$ cat config.mk
export PLATFORM = sky130hd
export DESIGN_NAME = hazard_stall_unit
export DESIGN_NICKNAME = d
export VERILOG_FILES = /design/src/rtl/hazard_stall_unit_pkg.sv /design/src/rtl/hazard_perf_counters.sv /design/src/rtl/hazard_stall_unit.sv
export SDC_FILE = /design/constraint.sdc
export NUM_CORES = 1
export LEC_CHECK = 0
export ABC_CLOCK_PERIOD_IN_PS = 1700
export CAP_MARGIN = 20
export CORE_AREA = 2 2 39 41
export CTS_CLUSTER_SIZE = 14
export DETAILED_ROUTE_END_ITERATION = 6
export DIE_AREA = 0 0 41 43
export PLACE_DENSITY = 0.71
export SYNTH_ARGS = -nofsm -noshare
export SYNTH_HDL_FRONTEND = slang
export SYNTH_SLANG_ARGS = --single-unit
export TNS_END_PERCENT = 5
$ cat constraint.sdc
create_clock -name clk -period 1.7 [get_ports clk]
set_clock_uncertainty 0.05 [all_clocks]
set_input_delay 0.425 -clock clk [delete_from_list [all_inputs] [get_ports clk]]
set_output_delay 0.425 -clock clk [all_outputs]
set_load 0.02 [all_outputs]
$ cat src/rtl/hazard_stall_unit_pkg.sv
// Shared encodings for the hazard/stall controller: FSM states, decode field
// positions, the NOP word and the performance-counter width.
package hazard_stall_unit_pkg;

  typedef enum logic [1:0] {
    ST_RUN          = 2'b00,
    ST_DSTALL       = 2'b01,
    ST_ISTALL       = 2'b10,
    ST_ISTALL_REDIR = 2'b11
  } stall_state_t;

  localparam int RS_HI = 10;
  localparam int RS_LO = 8;
  localparam int RT_HI = 7;
  localparam int RT_LO = 5;

  localparam logic [15:0] NOP = 16'h0000;

  localparam int CNT_W = 16;

endpackage

$ cat src/rtl/hazard_perf_counters.sv
// Saturating event counters for stall/flush activity (built only when
// HAZARD_PERF_CNT_EN is defined).
module hazard_perf_counters
  import hazard_stall_unit_pkg::*;
(
  input  logic             clk,
  input  logic             rst,
  input  logic             lu_evt,
  input  logic             dm_evt,
  input  logic             im_evt,
  input  logic             fl_evt,
  output logic [CNT_W-1:0] lu_stall_cnt,
  output logic [CNT_W-1:0] dmem_stall_cnt,
  output logic [CNT_W-1:0] imem_stall_cnt,
  output logic [CNT_W-1:0] flush_cnt
);

  function automatic logic [CNT_W-1:0] sat_inc(input logic [CNT_W-1:0] v);
    return (v == {CNT_W{1'b1}}) ? v : v + CNT_W'(1);
  endfunction

  always_ff @(posedge clk) begin
    if (rst) begin
      lu_stall_cnt   <= '0;
      dmem_stall_cnt <= '0;
      imem_stall_cnt <= '0;
      flush_cnt      <= '0;
    end else begin
      if (lu_evt) lu_stall_cnt   <= sat_inc(lu_stall_cnt);
      if (dm_evt) dmem_stall_cnt <= sat_inc(dmem_stall_cnt);
      if (im_evt) imem_stall_cnt <= sat_inc(imem_stall_cnt);
      if (fl_evt) flush_cnt      <= sat_inc(flush_cnt);
    end
  end

endmodule

$ cat src/rtl/hazard_stall_unit.sv
// Pipeline hazard/stall controller: load-use, D-miss freeze, I-miss bubbles and
// redirect flushes. Define HAZARD_PERF_CNT_EN to add saturating perf counters.
module hazard_stall_unit
  import hazard_stall_unit_pkg::*;
#(
  parameter int REG_W   = 3,
  parameter int INSTR_W = 16
) (
  input  logic               clk,
  input  logic               rst,
  input  logic [INSTR_W-1:0] ID_Instr,
  input  logic               ID_usesRs,
  input  logic               ID_usesRt,
  input  logic               IE_memRead,
  input  logic               IE_regWrite,
  input  logic [REG_W-1:0]   IE_writereg,
  input  logic               IE_pcSrc,
  input  logic               imem_busy,
  input  logic               dmem_busy,
  output logic               pc_write_en,
  output logic               IF_ID_write_en,
  output logic               IF_ID_flush,
  output logic               ID_IE_write_en,
  output logic               ID_IE_bubble,
  output logic               IE_M_write_en,
  output logic               M_WB_bubble,
  output logic [1:0]         stall_state
`ifdef HAZARD_PERF_CNT_EN
  ,
  output logic [CNT_W-1:0]   lu_stall_cnt,
  output logic [CNT_W-1:0]   dmem_stall_cnt,
  output logic [CNT_W-1:0]   imem_stall_cnt,
  output logic [CNT_W-1:0]   flush_cnt
`endif
);

  stall_state_t state, nxt_state;
  stall_state_t ret_state, nxt_ret_state;
  stall_state_t eff_state;

  logic [RS_HI-RS_LO:0] id_rs;
  logic [RT_HI-RT_LO:0] id_rt;
  logic                 load_use;
  logic                 unused_instr_bits;

  assign id_rs = ID_Instr[RS_HI:RS_LO];
  assign id_rt = ID_Instr[RT_HI:RT_LO];
  assign unused_instr_bits = ^{ID_Instr[INSTR_W-1:RS_HI+1], ID_Instr[RT_LO-1:0]};

  assign load_use = IE_memRead && IE_regWrite &&
                    ((ID_usesRs && (IE_writereg == id_rs)) ||
                     (ID_usesRt && (IE_writereg == id_rt)));

  // Leaving DSTALL resumes the saved state in the same cycle, so a pending
  // redirect or finished I-miss is handled as soon as the freeze lifts.
  assign eff_state = (state == ST_DSTALL) ? ret_state : state;

  always_comb begin
    pc_write_en    = 1'b1;
    IF_ID_write_en = 1'b1;
    IF_ID_flush    = 1'b0;
    ID_IE_write_en = 1'b1;
    ID_IE_bubble   = 1'b0;
    IE_M_write_en  = 1'b1;
    M_WB_bubble    = 1'b0;
    nxt_state      = eff_state;
    nxt_ret_state  = ret_state;
    if (rst) begin
      nxt_state     = ST_RUN;
      nxt_ret_state = ST_RUN;
    end else if (dmem_busy) begin
      pc_write_en    = 1'b0;
      IF_ID_write_en = 1'b0;
      ID_IE_write_en = 1'b0;
      IE_M_write_en  = 1'b0;
      M_WB_bubble    = 1'b1;
      nxt_state      = ST_DSTALL;
      if (state != ST_DSTALL) nxt_ret_state = state;
    end else if (IE_pcSrc) begin
      IF_ID_flush  = 1'b1;
      ID_IE_bubble = 1'b1;
      nxt_state    = imem_busy ? ST_ISTALL_REDIR : ST_RUN;
    end else if (load_use) begin
      pc_write_en    = 1'b0;
      IF_ID_write_en = 1'b0;
      ID_IE_bubble   = 1'b1;
    end else if (imem_busy) begin
      pc_write_en = 1'b0;
      IF_ID_flush = 1'b1;
      nxt_state   = (eff_state == ST_ISTALL_REDIR) ? ST_ISTALL_REDIR : ST_ISTALL;
    end else begin
      // The word arriving as a redirected miss ends is wrong-path; drop it.
      if (eff_state == ST_ISTALL_REDIR) IF_ID_flush = 1'b1;
      nxt_state = ST_RUN;
    end
  end

  always_ff @(posedge clk) begin
    if (rst) begin
      state     <= ST_RUN;
      ret_state <= ST_RUN;
    end else begin
      state     <= nxt_state;
      ret_state <= nxt_ret_state;
    end
  end

  assign stall_state = state;

`ifdef HAZARD_PERF_CNT_EN
  logic lu_evt, dm_evt, im_evt, fl_evt;

  assign dm_evt = !rst && dmem_busy;
  assign fl_evt = !rst && !dmem_busy && IE_pcSrc;
  assign lu_evt = !rst && !dmem_busy && !IE_pcSrc && load_use;
  assign im_evt = !rst && !dmem_busy && !IE_pcSrc && !load_use && imem_busy;

  hazard_perf_counters u_perf (
    .clk           (clk),
    .rst           (rst),
    .lu_evt        (lu_evt),
    .dm_evt        (dm_evt),
    .im_evt        (im_evt),
    .fl_evt        (fl_evt),
    .lu_stall_cnt  (lu_stall_cnt),
    .dmem_stall_cnt(dmem_stall_cnt),
    .imem_stall_cnt(imem_stall_cnt),
    .flush_cnt     (flush_cnt)
  );
`endif

endmodule

==> images/util_map.png <==
8 x 9 tiles, from dark blue (low) to red (high), 0 to 100% covered.
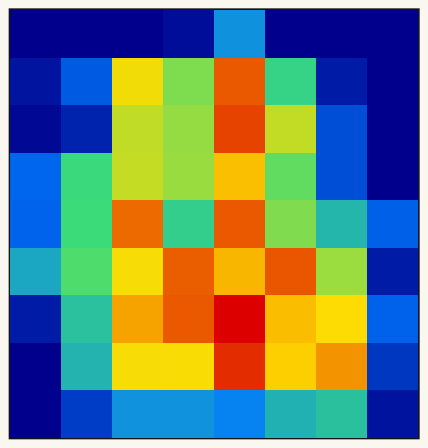
tiles over 75% full = 21%
emptiest ninth of the die = north-east
nearly empty tiles = 17%
densest ninth of the die = center

==> images/layers.png <==
Scale bar: 10 µm.
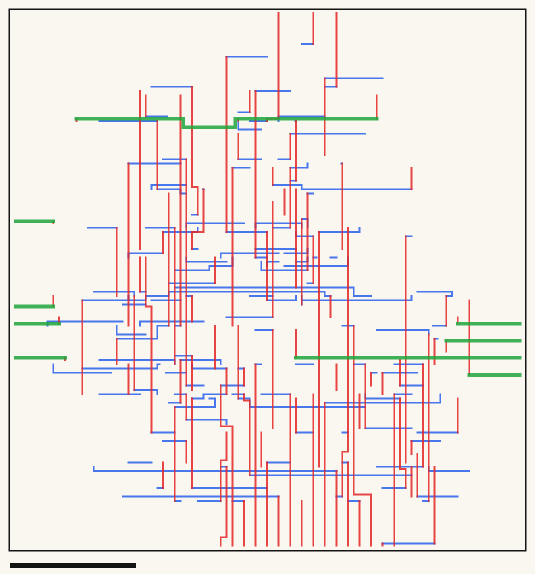
red -> M2  # wire length 623 µm
green -> M3  # wire length 71.3 µm
blue -> M1  # wire length 413 µm

==> images/gates.png <==
Scale bar: 10 µm.
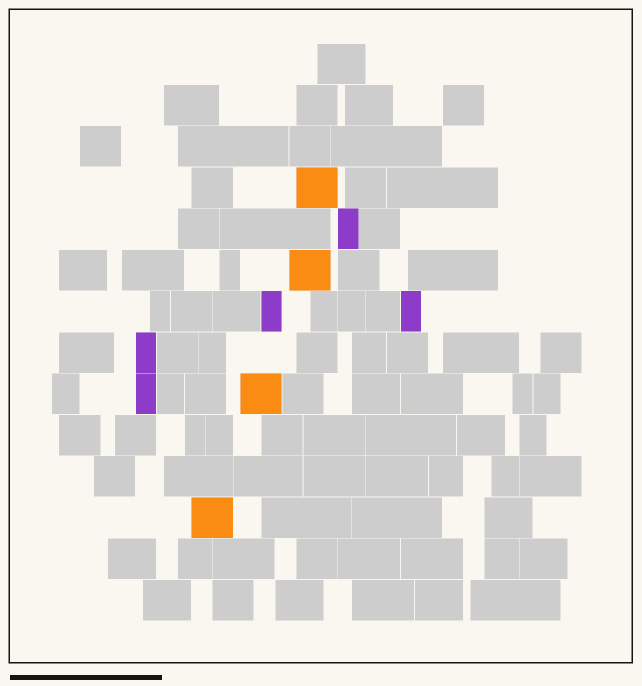
purple -> nor cells  # cells 5
orange -> non-inverting ao/oa cells  # cells 4, where center
share of the final layout cell area in multi-input gates: 37.2%
most frequently placed logic cell in the final layout: sky130_fd_sc_hd__buf_4
count of placed standard cells in the final layout, fillers left out: 101

==> images/congestion_map.png <==
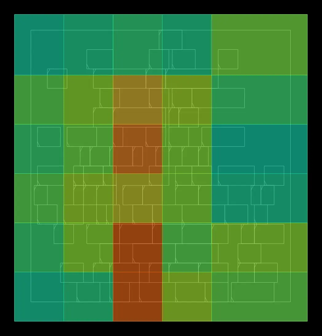
routing layer with the top usage in global route: met2
final core area utilization: 55.2%
gr usage total: 16.1%

[registers in the layout, indices dropped and copies added, names as in the netlist]
| name | count |
|---|---|
| stall_state | 2 |
| ret_state | 2 |
[metal layers]
metal  track usage [%]  share of wire, %
met5                 0                 0
met1              16.7                37
met4              4.00                 0
met2              27.2                56
met3              8.38               6.4
[report_power, final]
group | switching (mW) | internal [mW]
clock network | 0.0377 | 0.0789
registers | 0.00194 | 0.0983
logic | 0.0642 | 0.0885
total | 0.104 | 0.266
[timing repair]
| item | CTS | global route |
|---|---|---|
| resized | 86 | 6 |
| endpoints found under the setup margin | 10 | 5 |
| pin swaps | 11 | 6 |
| setup buffers | 5 | 0 |
[final cells by class]
cell class / instances / area (µm²) / share of cell area [%]
Timing Repair Buffer: 41 / 349 / 45.7
Multi-Input combinational cell: 35 / 284 / 37.2
Sequential cell: 4 / 80.1 / 10.5
Clock buffer: 3 / 22.5 / 2.95
Tap cell: 16 / 20.0 / 2.62
Inverter: 2 / 7.51 / 0.984
[metrics by stage]
step / hold slack [ns] / area [µm²] / setup TNS (ns) / utilization [%] / std cells
5_1_grt: 0.576 / 763 / -1.20 / 55.2 / 101
3_5_place_dp: 0.544 / 676 / -6.14 / 48.8 / 93
2_1_floorplan: 0.419 / 332 / -0.00300 / - / 43
4_1_cts: 0.554 / 739 / -0.766 / 53.4 / 101
6_report: 0.542 / 763 / -0.838 / 55.2 / 101
3_3_place_gp: 0.532 / 676 / -6.11 / 48.8 / 93
[critical path: stages]
cell and delay, ns:
sky130_fd_sc_hd__buf_6 0.10, sky130_fd_sc_hd__xnor2_1 0.14, sky130_fd_sc_hd__nand4_1 0.15, sky130_fd_sc_hd__a211oi_2 0.31, sky130_fd_sc_hd__buf_4 0.16, sky130_fd_sc_hd__o21bai_1 0.06, sky130_fd_sc_hd__buf_4 0.16
[layout by cell type, fill, tap and decap left out, types with 2 or more instances in the layout]
cell | Yosys | routed
sky130_fd_sc_hd__o21ai_0 | 2 | 2
sky130_fd_sc_hd__nand2b_1 | 3 | 2
sky130_fd_sc_hd__xnor2_1 | 6 | 2
sky130_fd_sc_hd__buf_4 | 1 | 17
sky130_fd_sc_hd__dlygate4sd2_1 | 0 | 9
sky130_fd_sc_hd__clkbuf_4 | 0 | 3
sky130_fd_sc_hd__dfxtp_1 | 4 | 4
sky130_fd_sc_hd__buf_2 | 0 | 4
sky130_fd_sc_hd__inv_1 | 2 | 2
sky130_fd_sc_hd__nand2_1 | 3 | 2
sky130_fd_sc_hd__a21oi_1 | 4 | 3
sky130_fd_sc_hd__nor2_1 | 5 | 5
sky130_fd_sc_hd__nand4_1 | 2 | 2
sky130_fd_sc_hd__a21o_1 | 3 | 3
sky130_fd_sc_hd__buf_6 | 0 | 10
sky130_fd_sc_hd__xnor2_2 | 0 | 4
[path summary, 6_finish.rpt]
kind	startpoint	end
worst min register to register	ret_state[0]	ret_state[0]
worst max-delay path	IE_writereg[2]	IF_ID_write_en
worst max register to register	ret_state[1]	stall_state[0]
worst min-delay path	ret_state[0]	ret_state[0]
==> impl_results.html <==
<h2>Synthesis and place &amp; route</h2>
<table>
<tr><th>Metric</th><th>Value</th></tr>
<tr><th colspan="2">Placed design</th></tr>
<tr><td>Pre-CTS setup slack</td><td>-0.988 ns</td></tr>
<tr><td>Placer Congestion</td><td>about 0.68</td></tr>
<tr><th colspan="2">Run status</th></tr>
<tr><td>Result of the run</td><td>complete, but fails checks</td></tr>
<tr><td>Violations in the final reports</td><td>negative setup slack</td></tr>
<tr><th colspan="2">Clock tree</th></tr>
<tr><td>H-tree levels</td><td>1</td></tr>
<tr><td>Clk Tree Root Cell</td><td>sky130_fd_sc_hd__clkbuf_4</td></tr>
<tr><td>Clock latency reported for the late side of the worst-skew pair</td><td>0.23 ns</td></tr>
<tr><th colspan="2">Route</th></tr>
<tr><td>Drt first-iter violations</td><td>6</td></tr>
<tr><td>DRC Markers</td><td>0</td></tr>
<tr><td>Count of nets left with antenna violations after detail routing</td><td>0</td></tr>
<tr><td>Total detailed-routing wirelength</td><td>between 1000 and 1500 µm</td></tr>
<tr><td>Vias per Instance</td><td>4.44</td></tr>
<tr><td>Routed length per instance</td><td>11.0 µm</td></tr>
<tr><th colspan="2">Synth</th></tr>
<tr><td>Mean instance size in the synthesized netlist</td><td>7.59 µm²</td></tr>
<tr><td>Main flop type after synthesis</td><td>sky130_fd_sc_hd__dfxtp_1</td></tr>
<tr><td>YS warnings</td><td>0</td></tr>
<tr><td>Dominant cell by count in the synthesized netlist</td><td>sky130_fd_sc_hd__xnor2_1</td></tr>
<tr><td>Instance tally after logic synthesis</td><td>43</td></tr>
<tr><td>Number of cell instances after yosys synthesis</td><td>43</td></tr>
<tr><td>Top area cells in the synthesized netlist</td><td>sky130_fd_sc_hd__dfxtp_1 (25%), sky130_fd_sc_hd__xnor2_1 (16%), sky130_fd_sc_hd__a21o_1 (6.9%)</td></tr>
<tr><td>Flip-flop and latch count after synthesis</td><td>4</td></tr>
<tr><td>Top cells by count</td><td>sky130_fd_sc_hd__xnor2_1 (6), sky130_fd_sc_hd__nor2_1 (5), sky130_fd_sc_hd__a21oi_1 (4), sky130_fd_sc_hd__dfxtp_1 (4)</td></tr>
<tr><td>Simple share</td><td>18.8%</td></tr>
<tr><td>Share of flip-flops with an asynchronous set or reset</td><td>0%</td></tr>
<tr><td>Compound Share, Synth</td><td>31.8%</td></tr>
<tr><td>Post-synthesis xor/xnor area fraction</td><td>16.1%</td></tr>
<tr><td>Part of the Yosys area used for sequential elements</td><td>24.5%</td></tr>
<tr><td>Post-synth cell types</td><td>19</td></tr>
<tr><td>Yosys stat area</td><td>about 330 µm²</td></tr>
<tr><td>Post-synthesis share of cell area spent on full adders, half adders and majority gates</td><td>0%</td></tr>
<tr><td>Library cell occupying the most area in the post-synthesis netlist</td><td>sky130_fd_sc_hd__dfxtp_1</td></tr>
<tr><th colspan="2">STA</th></tr>
<tr><td>Maximum achievable frequency</td><td>between 500 and 600 MHz</td></tr>
<tr><td>Transition at the pin with the smallest max-transition slack</td><td>0.235 ns</td></tr>
<tr><td>Max-Slew Margin vs Limit</td><td>84.3%</td></tr>
<tr><td>Endpoints failing hold</td><td>0</td></tr>
<tr><td>Final critical delay including setup and external delays</td><td>1.98 ns</td></tr>
<tr><td>Final Max Slew Viols</td><td>0</td></tr>
<tr><td>Worst path setup slack after routing</td><td>-0.275 ns</td></tr>
<tr><td>Setup violations, final</td><td>4</td></tr>
<tr><th colspan="2">Min path</th></tr>
<tr><td>Instance count along the most critical hold path</td><td>3</td></tr>
<tr><td>Type of the most critical hold path</td><td>reg -&gt; reg</td></tr>
<tr><th colspan="2">Power</th></tr>
<tr><td>Total power</td><td>0.369 mW</td></tr>
<tr><td>Maximum VDD drop</td><td>0.423 mV</td></tr>
<tr><td>Pleak</td><td>roughly 0.39 nW</td></tr>
<tr><th colspan="2">Final layout</th></tr>
<tr><td>Area added between synthesis and finish</td><td>134%</td></tr>
<tr><td>Post-layout nets</td><td>115</td></tr>
<tr><td>Fraction of layout instances using a drive strength above 1</td><td>50.6%</td></tr>
<tr><td>Diodes inserted</td><td>0</td></tr>
<tr><th colspan="2">Die</th></tr>
<tr><td>Vertical extent of the die</td><td>approximately 43 µm</td></tr>
<tr><td>Top-level port count</td><td>37</td></tr>
<tr><td># rows</td><td>14</td></tr>
<tr><td>Initial Utilization</td><td>23.6%</td></tr>
<tr><th colspan="2">Critical path</th></tr>
<tr><td>Startpoint types</td><td>input port</td></tr>
<tr><td>Setup slack of the worst register-to-register path</td><td>roughly 0.65 ns</td></tr>
<tr><td>Critical path class</td><td>in -&gt; out</td></tr>
<tr><td>Highest fanout seen on the critical path</td><td>2</td></tr>
<tr><td>Length in cells of the worst reg-to-reg path</td><td>4</td></tr>
<tr><td>Critical Path End Type</td><td>output port</td></tr>
<tr><td>Data required time at the worst endpoint</td><td>between 1 and 1.5 ns</td></tr>
<tr><th colspan="2">Run</th></tr>
<tr><td>Number of warnings in the stage logs</td><td>39</td></tr>
<tr><th colspan="2">Global routing</th></tr>
<tr><td>Remaining Overflow, GRT</td><td>0</td></tr>
<tr><td>Maximum number of pins on one net before global-route repair</td><td>8</td></tr>
<tr><td>Wire length of the first global-routing pass</td><td>1840 µm</td></tr>
</table>
Power and IR drop assume default switching activity.
